$ cat config.mk
export PLATFORM = sky130hd
export DESIGN_NAME = oc_chipmon_scan
export DESIGN_NICKNAME = d
export VERILOG_FILES = /design/src/rtl/oc_chipmon_scan.sv
export SDC_FILE = /design/constraint.sdc
export NUM_CORES = 1
export LEC_CHECK = 0
export ABC_AREA = 1
export CELL_PAD_IN_SITES_DETAIL_PLACEMENT = 1
export CELL_PAD_IN_SITES_GLOBAL_PLACEMENT = 2
export CORE_UTILIZATION = 25
export DETAILED_ROUTE_END_ITERATION = 8
export PLACE_DENSITY_LB_ADDON = 0.12
export RECOVER_POWER = 50
export REMOVE_ABC_BUFFERS = 1
export SYNTH_ARGS = -nofsm -noshare
export SYNTH_HDL_FRONTEND = slang
export SYNTH_SLANG_ARGS = --single-unit
export TNS_END_PERCENT = 10
$ cat constraint.sdc
create_clock -name clock -period 4.05 [get_ports clock]
set_input_delay 0.405 -clock clock [delete_from_list [all_inputs] [get_ports clock]]
set_output_delay 0.405 -clock clock [all_outputs]
set_load 0.02 [all_outputs]
$ cat src/rtl/oc_chipmon_scan.sv
// Round-robin ADC channel scanner: requests conversions on enabled channels,
// averages 2^AvgLog2 samples per channel and raises hysteresis alarms.
module oc_chipmon_scan #(
  parameter int Channels      = 4,
  parameter int DataWidth     = 16,
  parameter int AvgLog2       = 2,
  parameter int TimeoutCycles = 1024,
  parameter int ChW           = (Channels > 1) ? $clog2(Channels) : 1
) (
  input  logic                 clock,
  input  logic                 reset,
  input  logic [Channels-1:0]  enable,
  output logic                 convStart,
  output logic [ChW-1:0]       convChannel,
  input  logic                 sampleValid,
  input  logic [DataWidth-1:0] sampleData,
  input  logic                 thrWrite,
  input  logic [ChW-1:0]       thrChannel,
  input  logic                 thrSel,
  input  logic [DataWidth-1:0] thrData,
  input  logic [Channels-1:0]  stickyClear,
  output logic [Channels-1:0]  alarm,
  output logic [Channels-1:0]  alarmSticky,
  output logic                 avgValid,
  output logic [ChW-1:0]       avgChannel,
  output logic [DataWidth-1:0] avgData,
  output logic                 timeoutError,
  output logic [2:0]           dbgState
);

  // ADC handshake: convStart is a one-cycle request with no ready; the ADC
  // answers with a one-cycle sampleValid strobe carrying sampleData, which is
  // only taken in WAIT. avgValid is a one-cycle strobe with no backpressure.

  localparam int AccW  = DataWidth + AvgLog2;
  localparam int CntW  = AvgLog2 + 1;
  localparam int WaitW = (TimeoutCycles > 1) ? $clog2(TimeoutCycles) : 1;

  localparam logic [CntW-1:0]  AvgN     = CntW'(1 << AvgLog2);
  localparam logic [WaitW-1:0] WaitLast = WaitW'(TimeoutCycles - 1);
  localparam logic [ChW-1:0]   LastInit = ChW'(Channels - 1);

  typedef enum logic [2:0] {
    IDLE    = 3'd0,
    SELECT  = 3'd1,
    REQUEST = 3'd2,
    WAIT    = 3'd3,
    UPDATE  = 3'd4
  } scanState_e;

  scanState_e state;

  logic [ChW-1:0]       lastCh;
  logic [ChW-1:0]       nextCh;
  logic [WaitW-1:0]     waitCnt;
  logic                 killed;
  logic [AccW-1:0]      acc [Channels];
  logic [CntW-1:0]      cnt [Channels];
  logic [DataWidth-1:0] hiThr [Channels];
  logic [DataWidth-1:0] loThr [Channels];

  int                   scanIdx;
  logic [AccW-1:0]      accSum;
  logic [CntW-1:0]      cntInc;
  logic                 keepSample;
  logic [DataWidth-1:0] avgVal;
  logic [Channels-1:0]  alarmNext;

  assign dbgState = state;

  // Walk offsets from farthest to nearest so the nearest enabled channel after
  // lastCh is the one left in nextCh.
  always_comb begin
    nextCh  = lastCh;
    scanIdx = 0;
    for (int k = Channels; k >= 1; k--) begin
      scanIdx = int'(lastCh) + k;
      if (scanIdx >= Channels) scanIdx = scanIdx - Channels;
      if (enable[scanIdx]) nextCh = ChW'(scanIdx);
    end
  end

  always_comb begin
    accSum     = acc[convChannel] + AccW'(sampleData);
    cntInc     = cnt[convChannel] + CntW'(1);
    keepSample = enable[convChannel] && !killed;
    avgVal     = DataWidth'(acc[convChannel] >> AvgLog2);
    alarmNext  = alarm;
    if (avgVal > hiThr[convChannel]) begin
      alarmNext[convChannel] = 1'b1;
    end else if (alarm[convChannel] && (avgVal < loThr[convChannel])) begin
      alarmNext[convChannel] = 1'b0;
    end
  end

  always_ff @(posedge clock or negedge reset) begin
    if (!reset) begin
      state        <= IDLE;
      lastCh       <= LastInit;
      waitCnt      <= '0;
      killed       <= 1'b0;
      convStart    <= 1'b0;
      convChannel  <= '0;
      avgValid     <= 1'b0;
      avgChannel   <= '0;
      avgData      <= '0;
      alarm        <= '0;
      alarmSticky  <= '0;
      timeoutError <= 1'b0;
      for (int i = 0; i < Channels; i++) begin
        acc[i] <= '0;
        cnt[i] <= '0;
      end
    end else begin
      convStart   <= 1'b0;
      avgValid    <= 1'b0;
      alarmSticky <= alarmSticky & ~stickyClear;
      case (state)
        IDLE: begin
          if (|enable) state <= SELECT;
        end
        SELECT: begin
          if (enable == '0) begin
            state <= IDLE;
          end else begin
            lastCh      <= nextCh;
            convChannel <= nextCh;
            convStart   <= 1'b1;
            killed      <= 1'b0;
            state       <= REQUEST;
          end
        end
        REQUEST: begin
          waitCnt <= '0;
          killed  <= !enable[convChannel];
          state   <= WAIT;
        end
        WAIT: begin
          // A channel disabled mid-flight still finishes WAIT, but its sample
          // must not land in the freshly cleared accumulator.
          if (!enable[convChannel]) killed <= 1'b1;
          if (sampleValid) begin
            if (keepSample) begin
              acc[convChannel] <= accSum;
              cnt[convChannel] <= cntInc;
              state            <= (cntInc == AvgN) ? UPDATE : SELECT;
            end else begin
              state <= SELECT;
            end
          end else if (waitCnt == WaitLast) begin
            timeoutError <= 1'b1;
            state        <= SELECT;
          end else begin
            waitCnt <= waitCnt + WaitW'(1);
          end
        end
        UPDATE: begin
          avgValid         <= 1'b1;
          avgChannel       <= convChannel;
          avgData          <= avgVal;
          alarm            <= alarmNext;
          alarmSticky      <= (alarmSticky & ~stickyClear) | (alarmNext & ~alarm);
          acc[convChannel] <= '0;
          cnt[convChannel] <= '0;
          state            <= SELECT;
        end
        default: state <= IDLE;
      endcase
      for (int i = 0; i < Channels; i++) begin
        if (!enable[i]) begin
          acc[i] <= '0;
          cnt[i] <= '0;
        end
      end
    end
  end

  // Thresholds are read by the UPDATE compare on the same edge they are written,
  // so a coincident write only affects the following comparison.
  always_ff @(posedge clock or negedge reset) begin
    if (!reset) begin
      for (int i = 0; i < Channels; i++) begin
        hiThr[i] <= '1;
        loThr[i] <= '0;
      end
    end else if (thrWrite && (int'(thrChannel) < Channels)) begin
      if (thrSel) loThr[thrChannel] <= thrData;
      else        hiThr[thrChannel] <= thrData;
    end
  end

endmodule

==> impl_metrics.csv <==
group,metric,value,unit
logic_synthesis,ys_sh_adder,0.0459,
run_status,status,"finished, violations left",
run_status,violations,"capacitance limit, slew limit",
final_layout,flops,259,
final_layout,reg_top3,"acc (72), hiThr (64), loThr (64)",
global_route,grt_pass1_vias,13600,
timing,setup-tns-final,0,ps
logic_synthesis,ys_area,14100,um^2
final_layout,mostFrequentLayoutCells,"nand2_1, o21ai_0, dfrtp_1",
timing,drv_slew,108,
floorplan,io_pins,81,
clock_network,post_cts_resized,1,
critical_path,worst-path-buf-inv,6,
logic_synthesis,synth.largest_area_cell,"dfrtp_1",
timing,rsz0062_at_grt,"no",
logic_synthesis,synthAoiAreaFrac,0.209,
placement,place.detailed.hpwl,36200,um
global_route,grt_util_met2,0.314,
job,maxCapViolations,3,
final_layout,clk_share,0.0712,
final_layout,final_nets,1937,
floorplan,coreArea,55300,um^2
logic_synthesis,post-synth-top-count-cell,"nand2_1",
final_layout,num-multi-input-gates,1260,
Figure 1. Sequential cells grouped by signal name.
Drawn at 1.5 px/um. Other sequential cells in the stronger gray, the rest of the logic in the fainter gray.
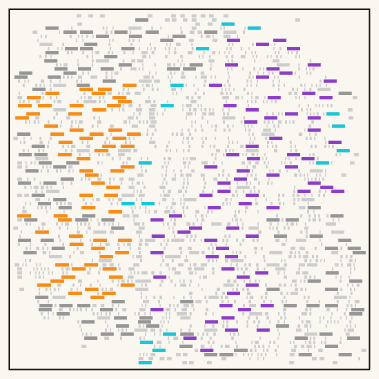
color	name in the netlist	flops
purple	`acc`	72
orange	`hiThr`	64
cyan	`avgData`	16
not colored	107

Figure 2. Selected gate families.
Drawn at 2 px/um.
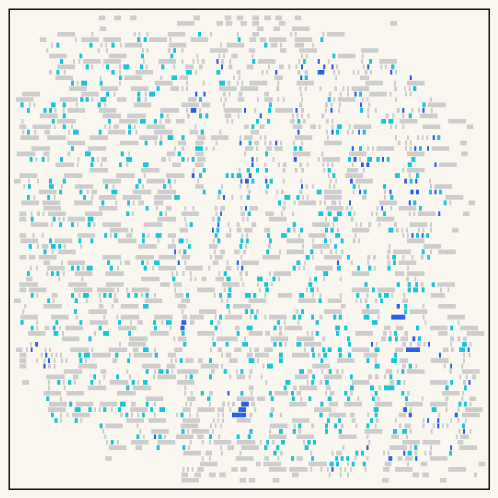
color	family	cells	most used
blue	nor cells	105	nor2_1
cyan	aoi and oai cells	493	o21ai_0

Figure 3. The clock network.
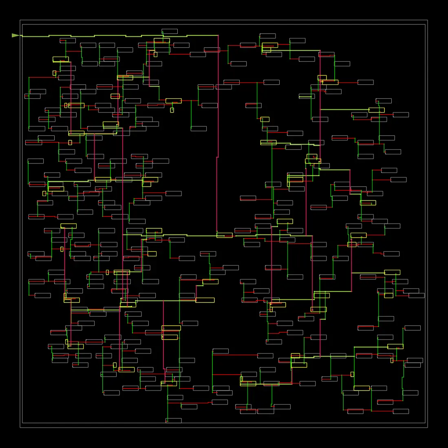
clock network power: 3290 uW
clock sink total: 259
Layout Skew: 17.8 ps
clock buf count: 56

Figure 4. Nets reached from selected ports.
Drawn at 1.5 px/um.
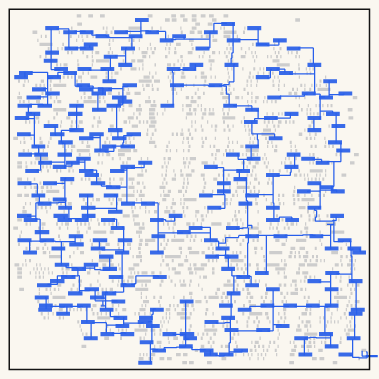
color	port	bits	direction	end cells	buffers	wire
blue	`reset`	1	input	259	6	2920 um

Figure 5. Cell density map.
Drawn at 1 px/um. 24 x 24 tiles, from dark purple (low) to yellow (high), 0 to 100% covered.
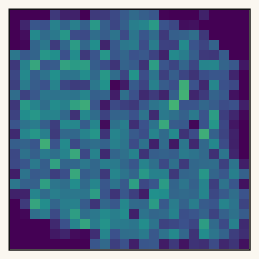
mean over tiles	28%
densest ninth of the die	left middle
nearly empty tiles	10%
fullest tile	64%
emptiest ninth of the die	top right

Power and IR drop assume default switching activity.
